$ cat config.mk
export PLATFORM = sky130hd
export DESIGN_NAME = id_stage_gen2
export DESIGN_NICKNAME = d
export VERILOG_FILES = /design/src/rtl/id_stage_gen2.sv
export SDC_FILE = /design/constraint.sdc
export NUM_CORES = 2
export LEC_CHECK = 0
export ABC_AREA = 1
export CAP_MARGIN = 20
export CORE_MARGIN = 10
export CORE_UTILIZATION = 45
export CTS_BUF_LIST = sky130_fd_sc_hd__clkbuf_16
export DETAILED_ROUTE_END_ITERATION = 8
export PLACE_DENSITY = 0.65
export REMOVE_ABC_BUFFERS = 1
export SETUP_SLACK_MARGIN = 0.3
export SLEW_MARGIN = 20
export SYNTH_ARGS = -nofsm -noshare
export SYNTH_HDL_FRONTEND = slang
export SYNTH_SLANG_ARGS = --single-unit
$ cat constraint.sdc
create_clock -name clk -period 6.6 [get_ports clk]
set_input_delay 1.32 -clock clk [delete_from_list [all_inputs] [get_ports clk]]
set_output_delay 1.32 -clock clk [all_outputs]
set_load 0.02 [all_outputs]
$ cat src/rtl/id_stage_gen2.sv
// id_stage_gen2 -- MIPS decode stage, second generation.
// Contains the register file with a write-back to decode bypass, the control
// decode, load-use and branch hazard detection, branch resolution, and the
// registered ID/EX pipeline outputs.
//
// Ports
//   clk, rst_n           rising-edge clock, asynchronous active-low reset
//   if_valid, inst_in,   instruction and its PC+4 from the IF/ID register
//   pc
//   wb_we, wb_addr,      register file write port, driven by WB
//   wb_data
//   ex_reg_write,        EX-stage instruction info for hazard detection
//   ex_mem_read, ex_dst
//   mem_mem_read,        MEM-stage load info for branch hazard detection
//   mem_dst
//   hold_pc, hold_if     freeze PC and IF/ID register (combinational)
//   flush_if             squash IF/ID register on the next edge (combinational)
//   br_taken, pc_branch  branch resolution and target (combinational)
//   id_valid, illegal    ID/EX valid bit and unknown-opcode flag
//   ex_ctrl              {RegDst, ALUOp[1:0], ALUSrc}
//   m_ctrl               {Branch, MemRead, MemWrite}
//   wb_ctrl              {RegWrite, MemtoReg}
//   rs, rt, rd, imm,     registered register indices, sign-extended
//   data_1, data_2       immediate and register read data
module id_stage_gen2 #(
  parameter int unsigned XLEN = 32,
  parameter int unsigned NREG = 32,
  localparam int unsigned RA  = $clog2(NREG)
) (
  input  logic            clk,
  input  logic            rst_n,
  input  logic            if_valid,
  input  logic [31:0]     inst_in,
  input  logic [XLEN-1:0] pc,
  input  logic            wb_we,
  input  logic [RA-1:0]   wb_addr,
  input  logic [XLEN-1:0] wb_data,
  input  logic            ex_reg_write,
  input  logic            ex_mem_read,
  input  logic [RA-1:0]   ex_dst,
  input  logic            mem_mem_read,
  input  logic [RA-1:0]   mem_dst,
  output logic            hold_pc,
  output logic            hold_if,
  output logic            flush_if,
  output logic            br_taken,
  output logic [XLEN-1:0] pc_branch,
  output logic            id_valid,
  output logic            illegal,
  output logic [3:0]      ex_ctrl,
  output logic [2:0]      m_ctrl,
  output logic [1:0]      wb_ctrl,
  output logic [RA-1:0]   rs,
  output logic [RA-1:0]   rt,
  output logic [RA-1:0]   rd,
  output logic [XLEN-1:0] imm,
  output logic [XLEN-1:0] data_1,
  output logic [XLEN-1:0] data_2
);

  logic [XLEN-1:0] regs [NREG];

  logic [5:0]      opcode;
  logic [RA-1:0]   rs_idx, rt_idx, rd_idx;
  logic [XLEN-1:0] imm_sext;
  logic [XLEN-1:0] rdata_1, rdata_2;

  logic [3:0] dec_ex;
  logic [2:0] dec_m;
  logic [1:0] dec_wb;
  logic       dec_illegal;
  logic       uses_rt;
  logic       is_beq, is_bne, is_branch;

  logic ex_hit, mem_hit, stall, load;

  assign opcode   = inst_in[31:26];
  // Index fields are narrowed (or widened) to the register-file index width.
  assign rs_idx   = RA'(inst_in[25:21]);
  assign rt_idx   = RA'(inst_in[20:16]);
  assign rd_idx   = RA'(inst_in[15:11]);
  assign imm_sext = {{(XLEN-16){inst_in[15]}}, inst_in[15:0]};

  // Register file: entry 0 is never written, so it always reads zero.
  always_ff @(posedge clk or negedge rst_n) begin
    if (!rst_n) begin
      for (int unsigned i = 0; i < NREG; i++) regs[i] <= '0;
    end else if (wb_we && wb_addr != '0) begin
      regs[wb_addr] <= wb_data;
    end
  end

  // Same-cycle write-back is forwarded so decode never sees a stale value.
  always_comb begin
    rdata_1 = '0;
    rdata_2 = '0;
    if (rs_idx != '0) rdata_1 = (wb_we && wb_addr == rs_idx) ? wb_data : regs[rs_idx];
    if (rt_idx != '0) rdata_2 = (wb_we && wb_addr == rt_idx) ? wb_data : regs[rt_idx];
  end

  always_comb begin
    dec_ex      = '0;
    dec_m       = '0;
    dec_wb      = '0;
    dec_illegal = 1'b1;
    uses_rt     = 1'b0;
    is_beq      = 1'b0;
    is_bne      = 1'b0;
    unique case (opcode)
      6'b000000: begin
        dec_ex = 4'b1100; dec_wb = 2'b10;
        uses_rt = 1'b1; dec_illegal = 1'b0;
      end
      6'b100011: begin
        dec_ex = 4'b0001; dec_m = 3'b010; dec_wb = 2'b11;
        dec_illegal = 1'b0;
      end
      6'b101011: begin
        dec_ex = 4'b0001; dec_m = 3'b001;
        uses_rt = 1'b1; dec_illegal = 1'b0;
      end
      6'b000100: begin
        dec_ex = 4'b0010; dec_m = 3'b100;
        uses_rt = 1'b1; is_beq = 1'b1; dec_illegal = 1'b0;
      end
      6'b000101: begin
        dec_ex = 4'b0010; dec_m = 3'b100;
        uses_rt = 1'b1; is_bne = 1'b1; dec_illegal = 1'b0;
      end
      default: ;
    endcase
  end

  assign is_branch = is_beq | is_bne;

  // A source only counts as a hazard if it is actually read by this opcode.
  assign ex_hit  = (ex_dst != '0) &&
                   ((ex_dst == rs_idx) || (uses_rt && ex_dst == rt_idx));
  assign mem_hit = (mem_dst != '0) &&
                   ((mem_dst == rs_idx) || (uses_rt && mem_dst == rt_idx));

  // Branches compare in ID, so they also wait on ALU results in EX and on
  // loads still in MEM.
  assign stall = if_valid &&
                 ((ex_mem_read && ex_hit) ||
                  (is_branch && ex_reg_write && ex_hit) ||
                  (is_branch && mem_mem_read && mem_hit));

  assign load = if_valid && !stall;

  assign hold_pc   = rst_n && stall;
  assign hold_if   = rst_n && stall;
  assign br_taken  = rst_n && load && is_branch &&
                     (is_beq ? (rdata_1 == rdata_2) : (rdata_1 != rdata_2));
  assign flush_if  = br_taken;
  assign pc_branch = pc + (imm_sext << 2);

  always_ff @(posedge clk or negedge rst_n) begin
    if (!rst_n) begin
      id_valid <= 1'b0;
      illegal  <= 1'b0;
      ex_ctrl  <= '0;
      m_ctrl   <= '0;
      wb_ctrl  <= '0;
      rs       <= '0;
      rt       <= '0;
      rd       <= '0;
      imm      <= '0;
      data_1   <= '0;
      data_2   <= '0;
    end else if (load) begin
      id_valid <= 1'b1;
      illegal  <= dec_illegal;
      ex_ctrl  <= dec_ex;
      m_ctrl   <= dec_m;
      wb_ctrl  <= dec_wb;
      rs       <= rs_idx;
      rt       <= rt_idx;
      rd       <= rd_idx;
      imm      <= imm_sext;
      data_1   <= rdata_1;
      data_2   <= rdata_2;
    end else begin
      // Bubble: nothing downstream may act on this slot.
      id_valid <= 1'b0;
      illegal  <= 1'b0;
      ex_ctrl  <= '0;
      m_ctrl   <= '0;
      wb_ctrl  <= '0;
      rs       <= '0;
      rt       <= '0;
      rd       <= '0;
      imm      <= '0;
      data_1   <= '0;
      data_2   <= '0;
    end
  end

endmodule

==> images/cell_density.png <==
The die is cut into 40 by 40 equal tiles; black is low, pale yellow is high, 0 to 100% covered.
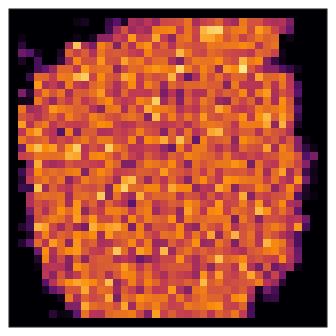
densest ninth of the die: center
fullest tile: 95%
tiles over 75% full: 7.8%

==> images/clocks.png <==
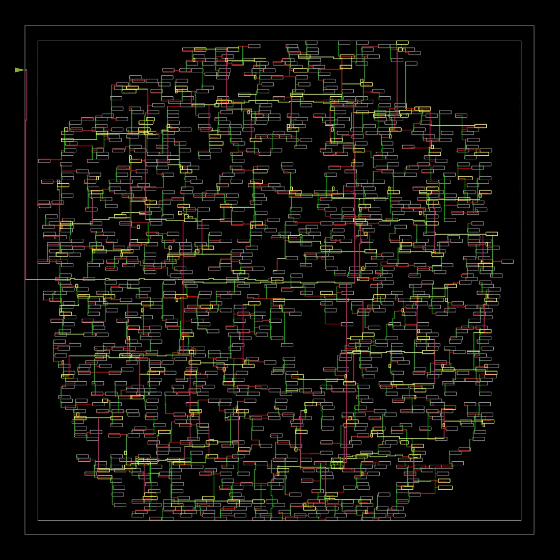
# clk buffers: 138
clock latency of the later-clocked register in the worst-skew pair: 0.80 ns
seq_cells: 1123
CTS buffer count: 134

==> images/clk_routes.png <==
Drawn at 1.5 px/um.
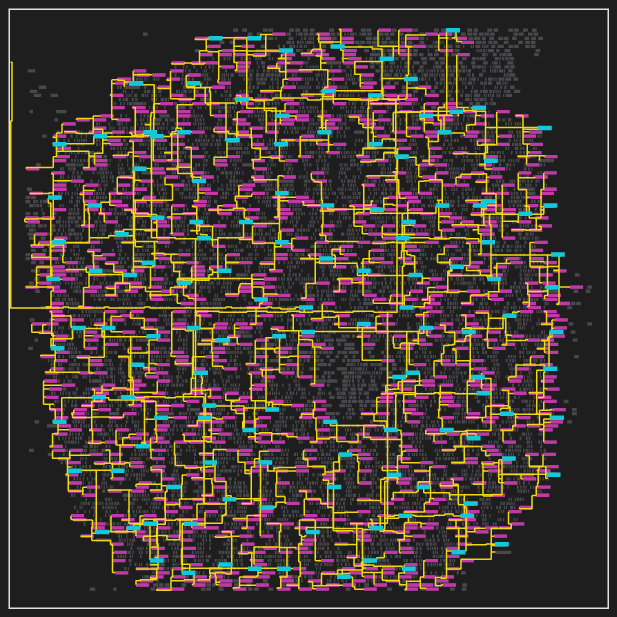
[clock drivers] cyan | count: 134
[flip-flops] magenta | count: 1123
[clock wires] yellow | length: 16100 um
flops lie: widely spread
clock power share: 0.355
final clock skew: 0.0219 ns
power drawn by the clock network: 0.00745 W

==> ci_impl_report.md <==
### Yosys + OpenROAD results

| Metric | Value |
|---|---|
| Count of buffer and inverter cells on the critical path | `5` |
| Run status | `completed` |
| Chip area line of the yosys report | `0.0644 mm2` |
| Top cells by area, synth | `dfrtp_1 44%, nand2_1 18%, o21ai_0 9.9%` |
| Total congestion overflow | `0` |
| Leading cell types by count after synthesis | `3053 x nand2_1, 1268 x o21ai_0, 1133 x nand3_1` |
| Inverters | `858` |
| Final Cell Area | `0.0735 mm2` |
| Buffer levels on the longest clock path | `3` |
| Worst vdd ir | `0.193 mV` |
| TritonCTS clock tree | `yes` |
| Cell type with the highest occurrence count on the critical path | `nand2_1` |
| # Cells Yosys | `9332` |
| Post-CTS setup buffers | `0` |
| Standard-cell row count | `138` |
| Post-Syn Instances | `9332` |
| Proportion of layout cells with a drive suffix above 1 | `0.0593` |
| Kind of cell adding the most delay to the critical path | `simple AND/OR/NAND/NOR gates` |
| Power per unit of standard cell area | `286 mW/mm2` |
| Adder-cell area share of the yosys netlist | `0.00595` |
| Core Util at FP | `0.454` |
| Total DRC errors in the routed layout | `0` |
| Leak Pwr | `35.6 nW` |
| Top Registers | `regs (1024), data_1 (32), data_2 (32)` |
| Routability congestion estimate | `0.929` |
| Period utilization | `0.933` |
| Global-route wire length before repair | `385000 um` |
| Leading cell kind | `combinational gates` |
| Library cell contributing the largest single delay on the critical path | `nand3_2` |
| Number of enable flip-flop cells | `0` |
| Post-synthesis sequential element count | `1123` |
| Buffer count excluding the clock tree in the final layout | `529` |
| Worst max-slew margin expressed relative to the limit | `0.208` |
| Via Count | `65500` |
| Wire length per cell after detailed routing | `22.9 um` |
| Area enclosed by the die boundary | `0.159 mm2` |
| Share of Yosys cell area claimed by the top area cell type | `0.436` |
| H-tree level count | `4` |
| #MultiIn Comb | `6587` |
| Unrepaired setup endpoints after global routing | `yes` |
| Dominant Register Cell | `dfrtp_1` |
| Area growth from synthesis to layout | `14.1%` |
| Startpoint class of the critical path | `input port` |
| Syn avg cell area | `6.90 um2` |
| Total tool warning count | `40` |
| Worst Hold Class | `reg -> reg` |
| Sink count of the clock tree | `1123` |
| Floorplan Core Area | `0.142 mm2` |
| Register with the most flip-flops | `regs` |
| Antenna Cells | `5` |
| Post-layout worst setup margin | `0.444 ns` |
| Total Nets Final | `9381` |
| Yosys xor share | `0.00503` |
| Detailed Place HPWL | `154000 um` |
| Nature of the critical path endpoint | `output pin` |
| Top comb family, area | `simple AND/OR/NAND/NOR gates` |
| Initial antenna violation count | `16` |
| Pre-CTS worst setup slack | `0.219 ns` |
| Clock network share of area | `0.0586` |
| Leading cell type by number of instances after synthesis | `nand2_1` |
| First-pass iteration count of the detailed router | `8` |
| Synth async-reset ratio | `1.00` |
| Highest clock frequency the design can meet | `162 MHz` |
==> cell usage in the layout (no fill, tap or decap), drive strengths merged <==
cell,instances
a21boi,1
nand4,11
a31oi,5
o21ai,1274
ha,29
a221oi,4
and3,1
clkinv,61
o21bai,2
nand2,3054
or2,27
o22ai,7
a21oi,216
bufinv,13
o31ai,2
clkdlybuf4s50,256
a21o,7
inv,879
xor2,26
fa,1
nor2,487
o211ai,262
diode,5
a211oi,1
dfrtp,1123
buf,269
nor4,3
nand3,1136
a22o,1
nor3,17
clkinvlp,3
clkbuf,138
nand3b,1
dlymetal6s2s,4
o2111ai,1
xnor2,11
==> metrics by stage <==
step	std cells	TNS (ns)	hold slack, ns	util
final	11200	0	0.374	0.518
after global routing	11200	0	0.381	0.518
after CTS	11200	0	0.377	0.517
after detailed placement	11000	0	0.366	0.487
after global placement	11000	0	0.365	0.487
after floorplan	8568	-76.38	0.354	-
==> final timing paths <==
check	from	endpoint	slack [ns]	depth (start not counted)
setup reg to reg	regs[185]	data_2[25]	4.61	10
max in group asynchronous	rst_n	regs[687]	3.76	3
hold / removal	regs[1011]	regs[1011]	0.37	0
setup / recovery	inst_in[19]	flush_if	0.44	20
hold reg to reg	regs[1011]	regs[1011]	0.37	0
min in group asynchronous	rst_n	id_valid	0.52	1
==> power breakdown <==
group | leakage (nW) | internal [W] | switching (W)
registers | 14.4 | 0.00811 | 0.000746
clock network | 2.21 | 0.00430 | 0.00315
logic | 19.0 | 0.00167 | 0.00300
total | 35.6 | 0.0141 | 0.00689
==> routing by layer <==
metal  global-route usage  up-vias  wire [um]
met3               0.0806      742      30800
met2                0.474     4039     111000
met1                0.423    30900     102000
met5                    0        -         40
met4                0.156        8      13200
li1                     -    29800          -
Power is estimated from default activity; no workload was simulated.
